File: config.mk
export PLATFORM = sky130hd
export DESIGN_NAME = alu_preimage_search
export DESIGN_NICKNAME = d
export VERILOG_FILES = /design/src/rtl/alu_inv_pkg.sv /design/src/rtl/sqm_ca_eval.sv /design/src/rtl/alu_preimage_search.sv
export SDC_FILE = /design/constraint.sdc
export NUM_CORES = 1
export LEC_CHECK = 0
export CORE_MARGIN = 3
export CORE_UTILIZATION = 40
export CTS_CLUSTER_SIZE = 10
export DETAILED_ROUTE_END_ITERATION = 7
export GPL_TIMING_DRIVEN = 0
export PLACE_DENSITY_LB_ADDON = 0.12
export SYNTH_ARGS = -nofsm -noshare
export SYNTH_HDL_FRONTEND = slang
export SYNTH_SLANG_ARGS = --single-unit
export TNS_END_PERCENT = 50
File: constraint.sdc
create_clock -name clk -period 18.3 [get_ports clk]
set_input_delay 5.49 -clock clk [delete_from_list [all_inputs] [get_ports clk]]
set_output_delay 5.49 -clock clk [all_outputs]
set_load 0.005 [all_outputs]
File: src/rtl/alu_inv_pkg.sv
// Shared types and constants for the square-mod / CA preimage search.
package alu_inv_pkg;

  typedef enum logic [1:0] {IDLE, SEARCH, DONE} state_t;

  localparam int   B_W    = 4;
  localparam logic OP_SQM = 1'b0;
  localparam logic OP_CA  = 1'b1;

endpackage

File: src/rtl/sqm_ca_eval.sv
// Combinational forward ALU model: op0 (cand*cand)%m on the low B_W bits, op1 one CA step under rule.
// Zero latency, no handshake; m==0 yields 0 rather than an undefined remainder.
module sqm_ca_eval
  import alu_inv_pkg::*;
#(
  parameter int A_W = 8
) (
  input  logic           op,
  input  logic [A_W-1:0] cand,
  input  logic [A_W-1:0] m,
  input  logic [B_W-1:0] rule,
  output logic [A_W-1:0] y
);

  localparam int W = (A_W > 2 * B_W) ? A_W : 2 * B_W;

  logic [2*B_W-1:0] w_sq;
  logic [W-1:0]     w_sq_ext;
  logic [W-1:0]     w_m_ext;
  logic [W-1:0]     w_rem;
  logic [A_W-1:0]   w_y_ca;

  assign w_sq     = {{B_W{1'b0}}, cand[B_W-1:0]} * {{B_W{1'b0}}, cand[B_W-1:0]};
  assign w_sq_ext = W'(w_sq);
  assign w_m_ext  = W'(m);
  assign w_rem    = (m == '0) ? '0 : (w_sq_ext % w_m_ext);

  // Each output bit looks at itself and its upper neighbour; the top bit wraps to bit 0.
  always_comb begin
    w_y_ca = '0;
    for (int i = 0; i < A_W; i++) begin
      w_y_ca[i] = rule[{cand[(i + 1) % A_W], cand[i]}];
    end
  end

  assign y = (op == OP_CA) ? w_y_ca : w_rem[A_W-1:0];

endmodule

File: src/rtl/alu_preimage_search.sv
// Linear search for the smallest preimage, one candidate per cycle; done pulses at k+2 on a hit, N+2 on a miss.
// start is only honoured in IDLE; pulses while searching or in DONE are dropped.
module alu_preimage_search
  import alu_inv_pkg::*;
#(
  parameter int A_W = 8
) (
  input  logic           clk,
  input  logic           rst_n,
  input  logic           start,
  input  logic           op,
  input  logic [A_W-1:0] a_in,
  input  logic [B_W-1:0] b_in,
  input  logic [A_W-1:0] y_in,
  output logic           busy,
  output logic           done,
  output logic           found,
  output logic           err,
  output logic [A_W-1:0] result
);

  state_t         r_state;
  logic           r_op;
  logic [A_W-1:0] r_m;
  logic [B_W-1:0] r_rule;
  logic [A_W-1:0] r_t;
  logic [A_W-1:0] r_k;
  logic           r_miss;

  logic [A_W-1:0] w_y;
  logic           w_match;
  logic           w_last;

  sqm_ca_eval #(.A_W(A_W)) u_eval (
    .op   (r_op),
    .cand (r_k),
    .m    (r_m),
    .rule (r_rule),
    .y    (w_y)
  );

  assign w_match = (w_y == r_t);
  assign w_last  = (r_op == OP_CA) ? (r_k == '1) : (r_k == A_W'(2 ** B_W - 1));

  always_ff @(posedge clk or negedge rst_n) begin
    if (!rst_n) begin
      r_state <= IDLE;
      r_op    <= 1'b0;
      r_m     <= '0;
      r_rule  <= '0;
      r_t     <= '0;
      r_k     <= '0;
      r_miss  <= 1'b0;
      busy    <= 1'b0;
      done    <= 1'b0;
      found   <= 1'b0;
      err     <= 1'b0;
      result  <= '0;
    end else begin
      done <= 1'b0;
      case (r_state)
        IDLE: begin
          if (start) begin
            r_op   <= op;
            r_m    <= a_in;
            r_rule <= b_in;
            r_t    <= y_in;
            r_k    <= '0;
            r_miss <= 1'b0;
            found  <= 1'b0;
            err    <= 1'b0;
            result <= '0;
            if (op == OP_SQM && a_in == '0) begin
              err     <= 1'b1;
              done    <= 1'b1;
              r_state <= DONE;
            end else begin
              busy    <= 1'b1;
              r_state <= SEARCH;
            end
          end
        end
        SEARCH: begin
          if (w_match) begin
            found   <= 1'b1;
            result  <= r_k;
            done    <= 1'b1;
            busy    <= 1'b0;
            r_state <= DONE;
          end else if (w_last) begin
            // A miss reports one cycle later than a hit on the last candidate would.
            r_miss  <= 1'b1;
            busy    <= 1'b0;
            r_state <= DONE;
          end else begin
            r_k <= r_k + A_W'(1);
          end
        end
        DONE: begin
          done    <= r_miss;
          r_miss  <= 1'b0;
          r_state <= IDLE;
        end
        default: r_state <= IDLE;
      endcase
    end
  end

endmodule
==> Slide: Implementation Results <==
Run Summary

Outcome
  • Status: complete, no violations

Detailed routing
  • Initial detailed-routing violation count: ~260
  • # DRC: 0
  • Final wirelength: about 13000 um
  • Post-DRT Antenna Nets: 0
  • Routed len/inst: roughly 17 um
  • 1st-pass router iterations: 5

Synthesis
  • Multiplexer share: 0.09875
  • Synth Area in Compound Gates: 0.2522
  • Synth warnings: 0
  • Ys flops: 44
  • Synth unique cells: ~80
  • YS chip area: 4802 um2
  • Adder share: 0.1183
  • Mapped Area: between 4000 and 5000 um2
  • Synth Instances: 587
  • Yosys xor share: 0.03101

Clocking
  • Clk latency late pin: about 280 ps
  • CTS clk-pin slew, worst paths: ~60 ps
  • CTS max path bufs: 2
  • Root buf cell: clkbuf_16
  • CTS tree: done

Hold path
  • Hold Path Stages: 2

Global routing
  • Initial antenna violation count: 0
  • First-pass GRT wire length: between 20000 and 25000 um
  • GRT Overall Usage: 0.2074

Floorplanning
  • Total die area: ~13000 um2
  • FP Util: 0.4152
  • Well tap count: between 100 and 150
  • Std cell rows: 39

Cells and area
  • Flop area: roughly 1100 um2
  • Buffers, non-clock: a little under 60
  • Gate Area: between 3000 and 4000 um2
  • Clk tree area frac: 0.03304
  • Post-Layout Cell Count: around 770
  • Fin nets: about 700
  • Comb gates: roughly 480
  • Inverters excl. clock: 41
  • Most frequent logic cell in the layout: nand2_1
  • Largest cell class by area: logic gates
  • Ant diodes: 0
  • Fin area: about 5500 um2
  • Fillers: 1150

Worst setup path
  • Crit path buf inv count: 6
  • CP max stage cell: or4b_1
  • Critical path class: reg2reg
  • Most Frequent Cell on Critical Path: ha_1
  • CP Launch Type: register

Timing
  • Final setup vio count: 0
  • Fmax: approximately 70 MHz
  • Setup TNS Final: 0 ps
  • Tmin final: 14360 ps
  • Tightest Pin Transition: between 1000 and 1500 ps
  • Period utilisation layout: 0.7846
  • Final WS setup: 3941 ps

Placement
  • Gp weighted congestion: between 0.8 and 0.9
  • Final HPWL DP: around 11000 um
-- registers in the layout, indices dropped and copies added (netlist names), 2 cells and up --
name and cells:
r_k 8, r_m 8, r_rule 4, r_state 2, r_t 8, result 8
-- worst paths after layout --
path                        start        end  slack, ps
max                        r_k[3]  result[0]       3940
min                           err        err        490
max reg2reg                r_k[3]  result[0]       3940
min reg2reg                   err        err        490
max in group asynchronous   rst_n     r_m[5]      12820
min in group asynchronous   rst_n     r_t[3]       5030
-- per-layer routing --
metal | global-route usage | vias up | share of wire
met1 | 0.2820 | 2206 | 0.46
met5 | 0 | - | 0
met2 | 0.3576 | 107 | 0.49
met3 | 0.01775 | 15 | 0.037
met4 | 0.05086 | 0 | 0.014
li1 | - | 2259 | -
-- synth_stat cells, drive strengths merged (3+ instances only) --
library cell	n	area, um2
mux2	3	33.78
nand3	8	52.55
mux4	8	180.2
a21oi	28	140.1
buf	4	23.77
and2	4	25.02
a311o	4	41.29
clkbuf	18	67.56
a311oi	6	71.32
nand2b	7	43.79
o21ai	39	195.2
o211a	3	30.03
nand4	9	56.30
o211ai	10	88.83
a211oi	9	67.56
dfrtp	44	1101
ha	43	538.0
inv	41	153.9
nand2	82	307.8
and4	4	35.03
mux2i	26	260.3
nor2	49	202.7
o21a	19	142.6
and3	3	18.77
nor3	13	65.06
o22ai	7	43.79
a31oi	6	43.79
nor4	7	65.06
xnor2	13	113.9
or3	5	31.28
xor2	4	35.03
a21o	3	22.52
o31ai	6	50.05
nor2b	8	50.05
-- worst min-delay path, delay by kind of cell, from the launching register on --
family,cells,cell delay (ps)
flops,1,350
simple gates,2,100
-- cells by family after synthesis --
logic type / after synthesis
AOI/OAI and AO/OA: 170
adders and majority gates: 45
DFF: 44
and+or+nand+nor: 211
buffers and inverters: 63
xor gates and xnor gates: 17
muxes: 37
Fig. 1: placed cells, one color a class
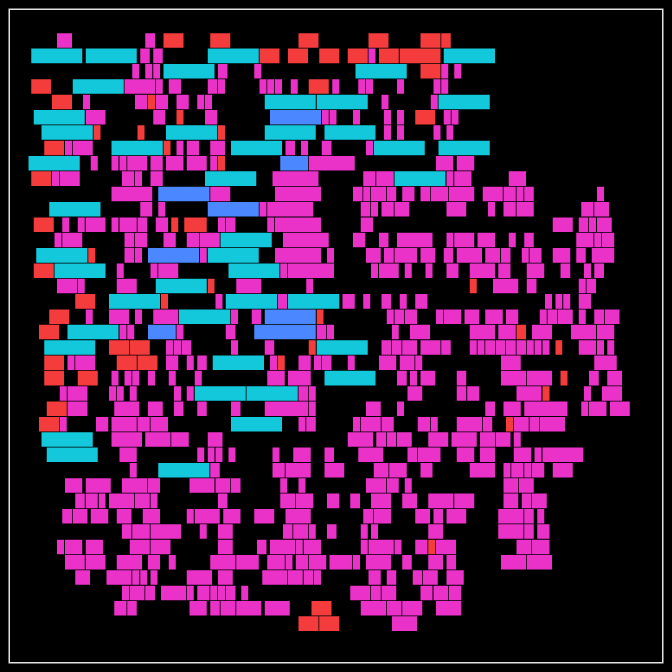
color	class	cells	share of their area
blue	clock drivers and dummy loads	8	3.4%
red	other buffers and delay cells	58	8.5%
cyan	flops	44	21%
magenta	combinational and other logic	521	67%

Fig. 2: clock nets
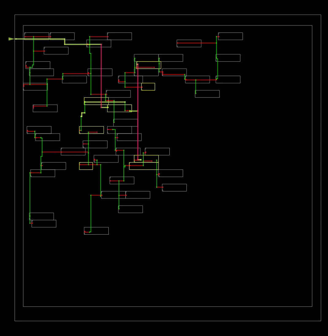
CTS buffer count: 5
# clk buffers: 7
skew final: 7.915 ps

